## config.mk

```make
export PLATFORM = sky130hd
export DESIGN_NAME = code_fetch_ctrl
export DESIGN_NICKNAME = d
export VERILOG_FILES = /design/src/rtl/code_fetch_ctrl.sv
export SDC_FILE = /design/constraint.sdc
export NUM_CORES = 1
export LEC_CHECK = 0
export CORE_MARGIN = 4
export CORE_UTILIZATION = 45
export CTS_CLUSTER_SIZE = 16
export DETAILED_ROUTE_END_ITERATION = 8
export PLACE_DENSITY = 0.71
export SKIP_CTS_REPAIR_TIMING = 1
export SLEW_MARGIN = 30
export SYNTH_ARGS = -nofsm -noshare
export SYNTH_HDL_FRONTEND = slang
export SYNTH_SLANG_ARGS = --single-unit
export TNS_END_PERCENT = 50
```

## constraint.sdc

```tcl
create_clock -name clk -period 2.2 [get_ports clk]
set_clock_uncertainty 0.05 [all_clocks]
set_input_delay 0.44 -clock clk [delete_from_list [all_inputs] [get_ports clk]]
set_output_delay 0.44 -clock clk [all_outputs]
set_load 0.05 [all_outputs]
```

## src/rtl/code_fetch_ctrl.sv

```systemverilog
// code_fetch_ctrl: fetches one big-endian instruction from byte-wide code memory per core request
// Ports: clk/rst (sync, active-high); fetch_req_i/fetch_pc_i/flush_i from the core;
// fetch_ack_o/fetch_instr_o/fetch_err_o/busy_o to the core;
// mem_cs_o/mem_addr_o to code memory, mem_rdy_i/mem_data_i from it.
module code_fetch_ctrl #(
  parameter int ADDR_W      = 8,
  parameter int INSTR_BYTES = 4,
  parameter int TIMEOUT     = 16
) (
  input  logic                     clk,
  input  logic                     rst,
  input  logic                     fetch_req_i,
  input  logic [ADDR_W-1:0]        fetch_pc_i,
  input  logic                     flush_i,
  output logic                     fetch_ack_o,
  output logic [8*INSTR_BYTES-1:0] fetch_instr_o,
  output logic                     fetch_err_o,
  output logic                     busy_o,
  output logic                     mem_cs_o,
  output logic [ADDR_W-1:0]        mem_addr_o,
  input  logic                     mem_rdy_i,
  input  logic [7:0]               mem_data_i
);
  localparam int BW = 8 * (INSTR_BYTES - 1);
  localparam int CW = $clog2(INSTR_BYTES);
  localparam int TW = $clog2(TIMEOUT + 1);
  typedef enum logic [2:0] {IDLE, ISSUE, WAIT_LOW, WAIT_HIGH, DONE, DRAIN} state_t;
  state_t                   state_q;
  logic [CW-1:0]            cnt_q;
  logic [TW-1:0]            tmo_q;
  logic [BW-1:0]            buf_q;
  logic                     low_q;
  logic                     ack_q, err_q, busy_q, cs_q;
  logic [ADDR_W-1:0]        addr_q;
  logic [8*INSTR_BYTES-1:0] instr_q;
  wire tmo_hit = tmo_q == TW'(TIMEOUT - 1);
  always_ff @(posedge clk) begin
    if (rst) begin
      state_q <= IDLE;
      cnt_q   <= '0;
      tmo_q   <= '0;
      buf_q   <= '0;
      low_q   <= 1'b0;
      ack_q   <= 1'b0;
      err_q   <= 1'b0;
      busy_q  <= 1'b0;
      cs_q    <= 1'b0;
      addr_q  <= '0;
      instr_q <= '0;
    end else begin
      cs_q  <= 1'b0;
      ack_q <= 1'b0;
      err_q <= 1'b0;
      case (state_q)
        IDLE: if (!flush_i && fetch_req_i) begin
          addr_q  <= fetch_pc_i;
          cnt_q   <= '0;
          cs_q    <= 1'b1;
          busy_q  <= 1'b1;
          state_q <= ISSUE;
        end
        ISSUE: begin
          tmo_q   <= '0;
          low_q   <= 1'b0;
          state_q <= flush_i ? DRAIN : WAIT_LOW;
        end
        WAIT_LOW, WAIT_HIGH: begin
          tmo_q <= tmo_q + 1'b1;
          if (flush_i) begin
            // low phase already seen if we were past it or it is happening now
            low_q   <= state_q == WAIT_HIGH || !mem_rdy_i;
            state_q <= DRAIN;
          end else if (state_q == WAIT_LOW && !mem_rdy_i) begin
            state_q <= WAIT_HIGH;
          end else if (state_q == WAIT_HIGH && mem_rdy_i) begin
            buf_q <= BW'({buf_q, mem_data_i});
            if (cnt_q == CW'(INSTR_BYTES - 1)) begin
              instr_q <= {buf_q, mem_data_i};
              ack_q   <= 1'b1;
              state_q <= DONE;
            end else begin
              cnt_q   <= cnt_q + 1'b1;
              addr_q  <= addr_q + 1'b1;
              cs_q    <= 1'b1;
              state_q <= ISSUE;
            end
          end else if (tmo_hit) begin
            err_q   <= 1'b1;
            busy_q  <= 1'b0;
            state_q <= IDLE;
          end
        end
        DONE: begin
          busy_q  <= 1'b0;
          state_q <= IDLE;
        end
        DRAIN: begin
          tmo_q <= tmo_q + 1'b1;
          if ((low_q && mem_rdy_i) || tmo_hit) begin
            busy_q  <= 1'b0;
            state_q <= IDLE;
          end else if (!mem_rdy_i) begin
            low_q <= 1'b1;
          end
        end
        default: state_q <= IDLE;
      endcase
    end
  end
  assign fetch_ack_o   = ack_q;
  assign fetch_err_o   = err_q;
  assign fetch_instr_o = instr_q;
  assign busy_o        = busy_q;
  assign mem_cs_o      = cs_q;
  assign mem_addr_o    = addr_q;
endmodule

```

==> run summary, run 1 <==
Entry: Yosys synthesis followed by OpenROAD place and route.

Worst setup path:
- For the worst setup path, the data arrival time is 1.63 ns.
- The run puts the required arrival time at the worst endpoint at 1.71 ns.
- The run gives the buffer and inverter count on the worst path as 1.
- The longest incremental delay of any stage on the critical path is reported as 0.85 ns.
- The worst setup path is captured at a primary output.
- Looking at the critical path, the single cell with the biggest stage delay is sky130_fd_sc_hd__clkdlybuf4s50_1.

Die:
- The run puts the die span in y at 92.9 um.

Timing:
- The run puts the relative max-transition margin at 0.612.
- Hold timing on the final database bottoms out at a slack of 0.400 ns.
- Hold-check failures listed in the final report amount to 0.
- The run puts the final count of pins violating max slew at 0.
- From the final report, the count of setup violators was given as 0.
- Setup repair after global routing left no endpoint under its margin.

Yosys:
- The run gives the cell taking the most area after synthesis as sky130_fd_sc_hd__dfxtp_1.
- The run gives the area reported by Yosys stat as 3250 um^2.
- The number of cells reported by Yosys stat comes to 415.
- The synthesis report lists the most area-consuming cells as sky130_fd_sc_hd__dfxtp_1 (49%), sky130_fd_sc_hd__nand2_1 (14%), sky130_fd_sc_hd__a21oi_1 (12%).
- The run puts the synthesized instance count at 415.
- By count the netlist is led by sky130_fd_sc_hd__nand2_1 (122), sky130_fd_sc_hd__dfxtp_1 (79), sky130_fd_sc_hd__a21oi_1 (76), sky130_fd_sc_hd__clkbuf_1 (19), sky130_fd_sc_hd__nor2_1 (15).
- The run gives the average cell area after synthesis as 7.82 um^2.
- The run puts the post-synthesis register bit count at 79.
- The run gives the area share of the largest cell type after synthesis as 0.487.
- The run puts the number of enable flip-flop cells at 0.

Hold path:
- The min-delay analysis places its worst path in the category reg2reg.

Power:
- The run puts the leakage power summed over all cells at 0.00147 uW.
- The run puts the peak supply drop at 0.387 mV.

GRT:
- The run puts the wire length of the first global-routing pass at 12700 um.
- The number of global-route vias before repair came to 2710.
- The run puts the maximum number of pins on one net before global-route repair at 57.

Outcome:
- The flow ran to the end, and the final reports show no timing, DRC or antenna violations.

Detailed routing:
- The run gives the via count of the routed design as 2973.
- The run gives the number of remaining DRC errors as 0.
- Per the post-route antenna check, the number of violating nets is 0.

Placement:
- In the placement report, post-DP HPWL is listed as 4990 um.

Layout:
- 0 antenna diodes ended up in the layout.

CTS:
- Per the TritonCTS log, the buffer count is 9.

Job:
- The run puts the number of maximum-capacitance constraint violations at 0.
-- run 1: layout make-up --
type	count	area, um^2	share of cell area
clock inverter	6	93.8	0.0222
tap	96	120	0.0284
timing repair buffer	76	778	0.184
inverter	5	18.8	0.00444
multi-input combinational	300	1510	0.357
clock buffer	10	128	0.0302
sequential	79	1580	0.374
-- run 1: report_power, final --
group	total (uW)	switching [uW]	internal, uW
Clock	1190	539	647
Sequential	1530	64.4	1460
Combinational	437	249	188
-- run 1: state kept, by name, indices dropped and copies added (netlist names) --
| signal | flops |
|---|---|
| buf_q | 24 |
| busy_o | 1 |
| cnt_q | 2 |
| fetch_ack_o | 1 |
| fetch_err_o | 1 |
| fetch_instr_o | 32 |
| low_q | 1 |
| mem_addr_o | 8 |
| mem_cs_o | 1 |
| state_q | 3 |
| tmo_q | 5 |
-- run 1: layout by cell type, fill, tap and decap left out, drive strengths merged, types with 2 or more instances in the layout --
cell type	count
ha	4
a31oi	2
nand3	5
nor3	7
a22oi	2
a21oi	76
o21ai	15
buf	13
nor4	2
clkbuf	10
and2	6
clkdlybuf4s50	62
mux2i	3
nor2b	4
a32o	2
and3	4
or4	2
a311oi	3
nor3b	2
nor2	15
inv	6
a22o	2
clkinv	2
dfxtp	79
bufinv	2
a21o	2
nand2	122
nand2b	4
-- run 1: logic make-up after synthesis --
kind of cell	synth area share
simple gates	0.247
fa+ha+maj	0.0154
compound gates	0.188
flops	0.487
buf+inv	0.0470
mux	0.0127
xor+xnor	0.00270
-- run 1: through the flow --
step	instance area, um^2	power, uW	std cells
after floorplan	3250	1860	415
after global placement	4010	1990	556
after detailed placement	4010	2000	556
after CTS	4230	3180	572
after global routing	4230	3270	572
final	4230	3150	572
-- run 1: worst paths after layout --
path / from / depth (start not counted) / end / slack [ns]
setup / recovery: mem_addr_o[5] / 1 / mem_addr_o[5] / 0.08
hold / removal: buf_q[22] / 2 / fetch_instr_o[30] / 0.40
setup reg to reg: tmo_q[0] / 7 / state_q[0] / 0.13
hold reg to reg: buf_q[22] / 2 / fetch_instr_o[30] / 0.40
-- run 1: metal layers --
metal,track usage,share of wire,vias up
met3,0.0333,0.046,10
met2,0.267,0.45,79
met4,0.0781,0.018,0
met1,0.260,0.49,1368
met5,0,0,-
li1,-,-,1516
==> run_1/clocks.png <==
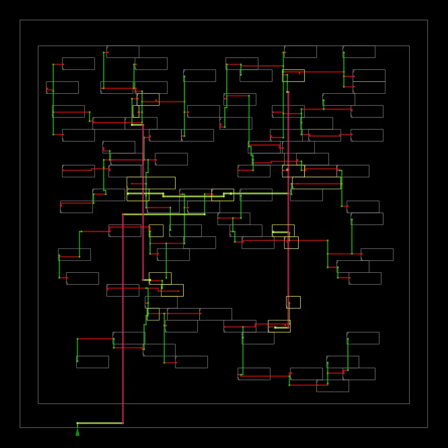
clk sinks: 79
number of sequential storage elements: 79
clock latency of the later-clocked register in the worst-skew pair: 0.34 ns
Clock net power: 1190 uW

==> run_1/wires.png <==
Two of the layers only.
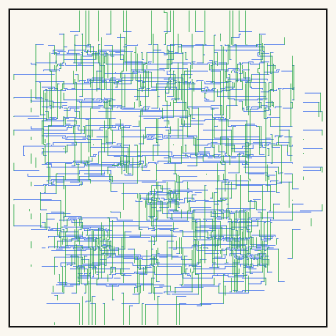
metal 2: shown in green, wire length 3430 um. metal 1: shown in blue, wire length 3700 um.
GRT Total Usage: 0.182
final WL: 7620 um

==> run_1/io_fan.png <==
Bar = 20 um.
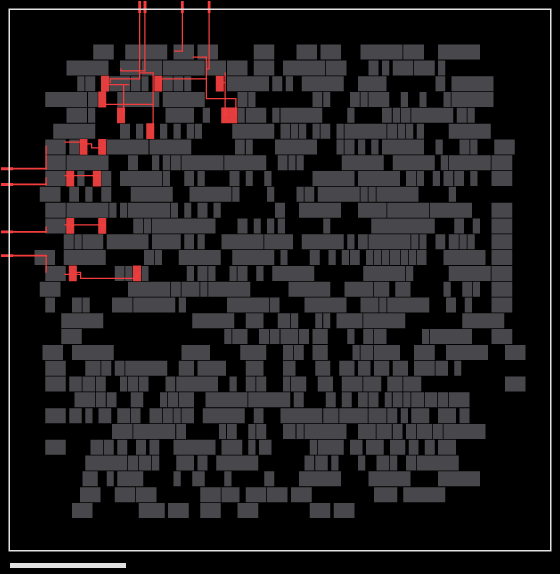
mem_data_i: shown in red, direction input, end cells 16, buffers 8, wire 186 um.
IO Pins: 65
IO Port Bufs: 64

==> run_1/flops_by_reg.png <==
Bar = 20 um. Other sequential cells in the stronger gray, the rest of the logic in the fainter gray.
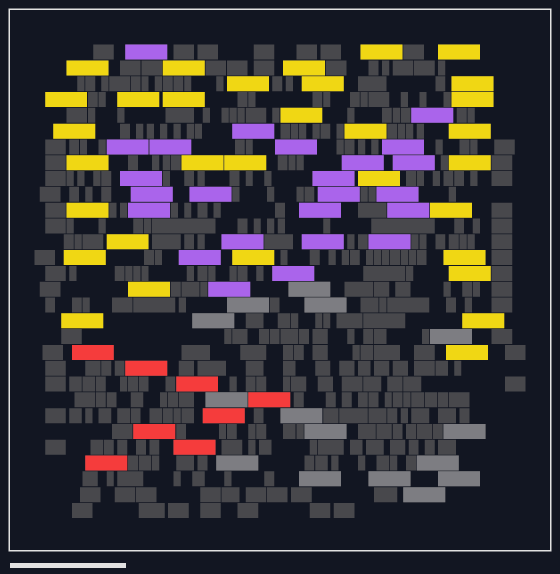

## Run 2: what changed since run 1
CTS_BUF_LIST = sky130_fd_sc_hd__clkbuf_4 sky130_fd_sc_hd__clkbuf_8   (was not set)
SLEW_MARGIN = 40   (was 30)
==> run_2/flops_by_reg.png <==
Bar = 20 um. Other sequential cells in the stronger gray, the rest of the logic in the fainter gray.
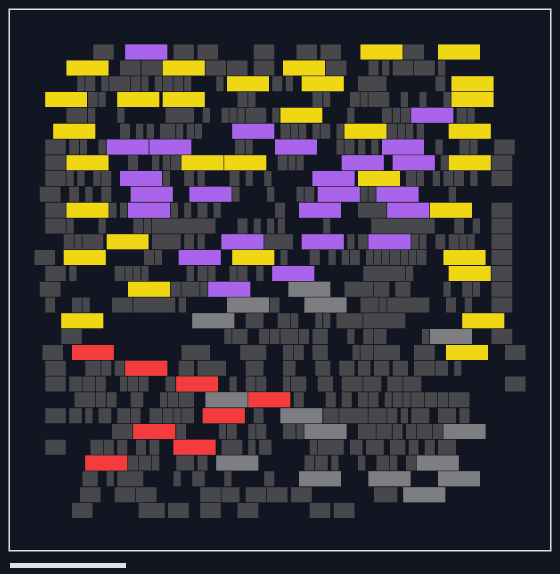
mem_addr_o: shown in red, placed flops 8. fetch_instr_o: shown in yellow, placed flops 32. buf_q: shown in purple, placed flops 24.

==> run 2 against run 1 <==
Compared with the run above:
- clock power hardly changed
- utilization increased by 0.054 points
- die size is the same
- sequential share of layout area is essentially flat
- critical path depth stayed put
- via count down 0.57%
- global-route usage did not move
- design area is essentially flat
==> run summary, run 2 <==
Entry: Yosys synthesis followed by OpenROAD place and route.

Worst setup path:
- The run gives the buffer and inverter count on the worst path as 1.
- The run gives the slowest cell on the critical path as sky130_fd_sc_hd__clkdlybuf4s50_1.
- STA lists the startpoint of the worst register-to-register path as tmo_q[0].
- The run gives the largest stage delay on the critical path as 0.85 ns.
- Per STA, the startpoint of the critical path is mem_addr_o[5].
- The run gives the data arrival time of the worst path as 1.63 ns.

Layout:
- The run gives the final standard cell count with taps included and fillers excluded as 572.
- Counting only logic cells after layout, the most numerous master is sky130_fd_sc_hd__nand2_1.
- For this run, the script counts the antenna cells in the layout as 0.

Detailed routing:
- The run puts the via count of the routed design at 2956.
- The run gives the routed wire length as 7600 um.
- The run puts the remaining antenna violation count after routing at 0.
- In the routed design, unresolved DRC markers number 0.

Timing:
- The run gives the final count of pins violating max slew as 0.
- The run gives the setup violation total in the final timing report as 0.

Yosys:
- The run puts the synthesized instance count at 415.
- The run gives the area reported by Yosys stat as 3250 um^2.
- Sorting the Yosys area breakdown by cell type puts at the top sky130_fd_sc_hd__dfxtp_1.
- The commonest cells after synthesis are sky130_fd_sc_hd__nand2_1 (122), sky130_fd_sc_hd__dfxtp_1 (79), sky130_fd_sc_hd__a21oi_1 (76), sky130_fd_sc_hd__clkbuf_1 (19), sky130_fd_sc_hd__nor2_1 (15).
- The run puts the cell count in the Yosys report at 415.
- Synthesis inferred 79 register bits.
- The run puts the area share of the largest cell type after synthesis at 0.487.

Job:
- The run gives the number of maximum-capacitance constraint violations as 0.

GRT:
- The run gives the total routing usage reported by global routing as 0.182.
- The number of global-route vias before repair came to 2710.
- The run puts the wire length of the first global-routing pass at 12700 um.

CTS:
- The run puts the number of buffers created by CTS at 9.
- CTS saw 79 sinks.
- The run puts the insertion delay at the late pin of the worst-skew pair at 0.34 ns.

Outcome:
- The flow ran to the end, and the final reports show no timing, DRC or antenna violations.

Hold path:
- Note that the worst hold path type here is reg2reg.

Die:
- The vertical die dimension reported for this design is 92.9 um.

Placement:
- The run gives the HPWL after detailed placement as 4990 um.
- The run gives the number of port buffers as 64.
-- run 2: cell count changes in the layout (fill, tap and decap cells not counted) --
cell                       previous run  this run
sky130_fd_sc_hd__clkbuf_1             1         0
sky130_fd_sc_hd__clkbuf_4             0         1
-- run 2: kinds of logic (layout without fill, tap and decap cells) --
| family | count (synthesis) | in the layout | synth area share |
|---|---|---|---|
| flops | 79 | 79 | 0.487 |
| fa+ha+maj | 4 | 4 | 0.0154 |
| simple gates | 181 | 181 | 0.247 |
| mux | 4 | 4 | 0.0127 |
| compound gates | 110 | 110 | 0.188 |
| xor+xnor | 1 | 1 | 0.00270 |
| buf+inv | 36 | 97 | 0.0470 |
-- run 2: where the power goes --
group / total, uW / internal [uW] / switching, uW
clock network: 1190 / 660 / 534
logic: 436 / 188 / 248
registers: 1530 / 1460 / 64.5
-- run 2: routing by layer --
metal,GRT usage,part of all wire,up-vias
met5,0,0,-
met4,0.0781,0.018,0
met3,0.0333,0.052,10
met2,0.267,0.45,77
met1,0.260,0.48,1352
li1,-,-,1517
-- run 2: cell type report --
| cell class | instances | area (um^2) | share of cell area |
|---|---|---|---|
| flip-flops and latches | 79 | 1580 | 0.373 |
| multi-input cells | 300 | 1510 | 0.357 |
| repair buffers | 76 | 778 | 0.184 |
| clock buffers | 10 | 131 | 0.0310 |
| well taps | 96 | 120 | 0.0284 |
| clock inverters | 6 | 93.8 | 0.0222 |
| inverters | 5 | 18.8 | 0.00443 |
-- run 2: path summary, 6_finish.rpt --
kind                                          end  slack (ns)  depth (start not counted)
worst min-delay path            fetch_instr_o[30]        0.40                          2
worst min register to register  fetch_instr_o[30]        0.40                          2
worst max register to register         state_q[0]        0.14                          7
worst max-delay path                mem_addr_o[5]        0.08                          1
-- run 2: through the flow --
| stage | area (um^2) | power (uW) | hold slack, ns |
|---|---|---|---|
| finish | 4240 | 3160 | 0.399 |
| global route | 4240 | 3290 | 0.424 |
| global placement | 4010 | 1990 | 0.391 |
| detailed placement | 4010 | 2000 | 0.396 |
| CTS | 4230 | 3200 | 0.406 |
| floorplan | 3250 | 1860 | 0.382 |
==> run_2/wires.png <==
Two of the layers only.
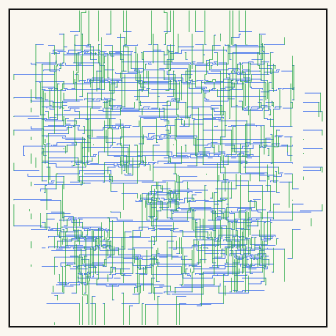

## Run 3: what changed since run 2
GPL_TIMING_DRIVEN = 0   (was not set)
==> run_3/wires.png <==
Two of the layers only.
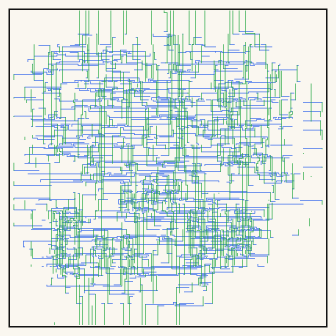
metal 1: shown in blue, wire length 3960 um. metal 2: shown in green, wire length 3500 um.
routed length per placed instance: 13.6 um
final WL: 8010 um
GRT Total Usage: 0.194
vias after detailed routing: 3088

==> run 3 against run 2 <==
Compared with the run above:
- total power rose by 4.5%
- critical path type unchanged
- sequential share of layout area about the same
- non-clock buffer count rose by 16
==> run summary, run 3 <==
Entry: Yosys synthesis followed by OpenROAD place and route.

Layout:
- The library cell used most frequently in the layout, excluding fill and tap cells, is sky130_fd_sc_hd__nand2_1.
- The library cells used most frequently in the layout, excluding fill and tap cells, are sky130_fd_sc_hd__nand2_1 (122), sky130_fd_sc_hd__dfxtp_1 (78), sky130_fd_sc_hd__a21oi_1 (76).
- The run puts the number of flip-flops under the largest register name at 32.

GRT:
- The run puts the maximum number of pins on one net before global-route repair at 15.
- The run puts the number of global-route vias before repair at 2838.
- The run gives the wire length of the first global-routing pass as 13600 um.

Yosys:
- The run gives the area share of the largest cell type after synthesis as 0.487.
- sky130_fd_sc_hd__dfxtp_1 takes more of the synthesized area than any other cell.
- After technology mapping, the gate count stands at 415.

Placement:
- In the placement report, post-DP HPWL is listed as 5650 um.
- Input and output buffers added on the ports amount to 61.

Worst setup path:
- The run gives the register-to-register setup slack as 0.14 ns.
- The run gives the path depth of the worst reg2reg path as 7.
- The run gives the buffer and inverter count on the worst path as 1.
- The worst setup path is captured at a primary output.
- Among all stages on the critical path, the largest delay is contributed by sky130_fd_sc_hd__clkdlybuf4s50_1.

Outcome:
- The run finished with clean final reports.

Power:
- The run gives the logic gate share of total power as 0.145.
- The run puts the reported net switching power at 874 uW.
- The run puts the sequential share of power at 0.454.
- The run gives the leakage power summed over all cells as 0.00150 uW.

CTS:
- The run gives the number of sinks driven by the clock tree as 79.
- The run puts the number of buffers created by CTS at 9.
==> run 3: netlist changes by cell type in the layout (fill, tap and decap cells not counted), moves of 2 or more <==
cell                              previous run  this run
sky130_fd_sc_hd__clkbuf_1                    0        19
sky130_fd_sc_hd__buf_2                       1        11
sky130_fd_sc_hd__buf_4                       8         1
sky130_fd_sc_hd__buf_12                      4         0
sky130_fd_sc_hd__clkdlybuf4s50_1            62        59
sky130_fd_sc_hd__clkinv_4                    2         0
==> run 3: power by group through the flow <==
stage          clock (uW)  sequential [uW]  combinational (uW)
6_report             1320             1500                 478
3_3_place_gp            0             1530                 469
5_1_grt              1390             1510                 520
4_1_cts              1330             1500                 474
2_1_floorplan           0             1600                 258
3_5_place_dp            0             1530                 471
==> run 3: cells by family (layout without fill, tap and decap cells) <==
kind of cell               after synthesis  in the layout  synth area share
adders and majority gates                4              4            0.0154
muxes                                    4              4            0.0127
buffers and inverters                   36            113            0.0470
AOI/OAI and AO/OA                      110            110             0.188
DFF                                     79             79             0.487
and+or+nand+nor                        181            181             0.247
xor gates and xnor gates                 1              1           0.00270
==> run 3: worst min path at each step <==
stage,to,slack [ns]
floorplan,fetch_instr_o[24],0.38
global placement,cnt_q[1],0.39
detailed placement,fetch_instr_o[3],0.40
CTS,fetch_instr_o[28],0.41
global route,buf_q[20],0.42
finish,fetch_instr_o[3],0.41
==> run 3: worst reg2reg max path: cells and delay by family, from the launching register on <==
kind / cells / cell delay [ns]
AOI/OAI and AO/OA: 2 / 0.41
adders and majority gates: 2 / 0.39
DFF: 1 / 0.38
and+or+nand+nor: 3 / 0.77
==> run 3: layout make-up <==
type	count	area (um^2)	area share
Buffer	31	134	0.0316
Sequential cell	79	1580	0.373
Inverter	5	18.8	0.00442
Tap cell	96	120	0.0283
Multi-Input combinational cell	300	1520	0.359
Timing Repair Buffer	61	616	0.145
Clock buffer	10	131	0.0310
Clock inverter	6	115	0.0271
==> run 3: per-stage QoR <==
step | instance area [um^2] | hold WS, ns | total power, uW | setup WS (ns) | instances
6_report | 4240 | 0.407 | 3300 | 0.0979 | 588
5_1_grt | 4240 | 0.422 | 3420 | 0.0253 | 588
4_1_cts | 4220 | 0.410 | 3300 | 0.0253 | 588
3_5_place_dp | 3980 | 0.398 | 2000 | 0.0465 | 572
3_3_place_gp | 3980 | 0.392 | 2000 | 0.0480 | 572
2_1_floorplan | 3250 | 0.382 | 1860 | 0.231 | 415
==> run 3: routing by layer <==
metal / global-route usage / vias up / part of all wire
li1: - / 1554 / -
met1: 0.283 / 1415 / 0.49
met2: 0.281 / 104 / 0.44
met3: 0.0333 / 15 / 0.055
met4: 0.0757 / 0 / 0.014
met5: 0 / - / 0

==> layout pictures side by side <==
Zoomed window.
Region (3, 50) to (43, 90) um. Cells in gray, sequential cells in the stronger gray; small squares are vias.
(a)
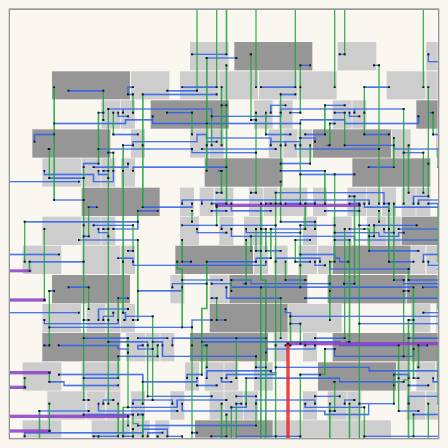
(b)
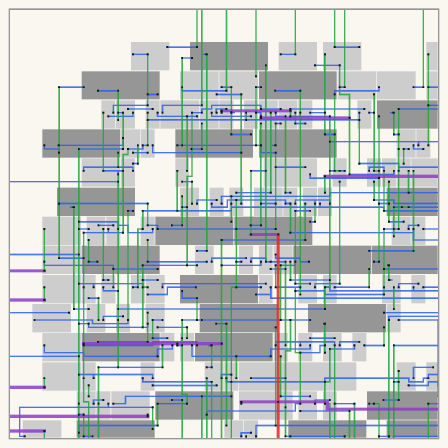
run 2 -> (b)
run 3 -> (a)

Key to (b):
metal 3: shown in purple. metal 1: shown in blue. metal 2: shown in green. metal 4: shown in red.
Sequential cells in the window: 24. 112 logic cells have their middle in the window. Most frequent: nand2_1 (44), dfxtp_1 (24), a21oi_1 (22). Netlist names of flops here include fetch_instr_o (14), buf_q (10).

Power figures rest on the tool's default switching activity, not on a simulated workload.
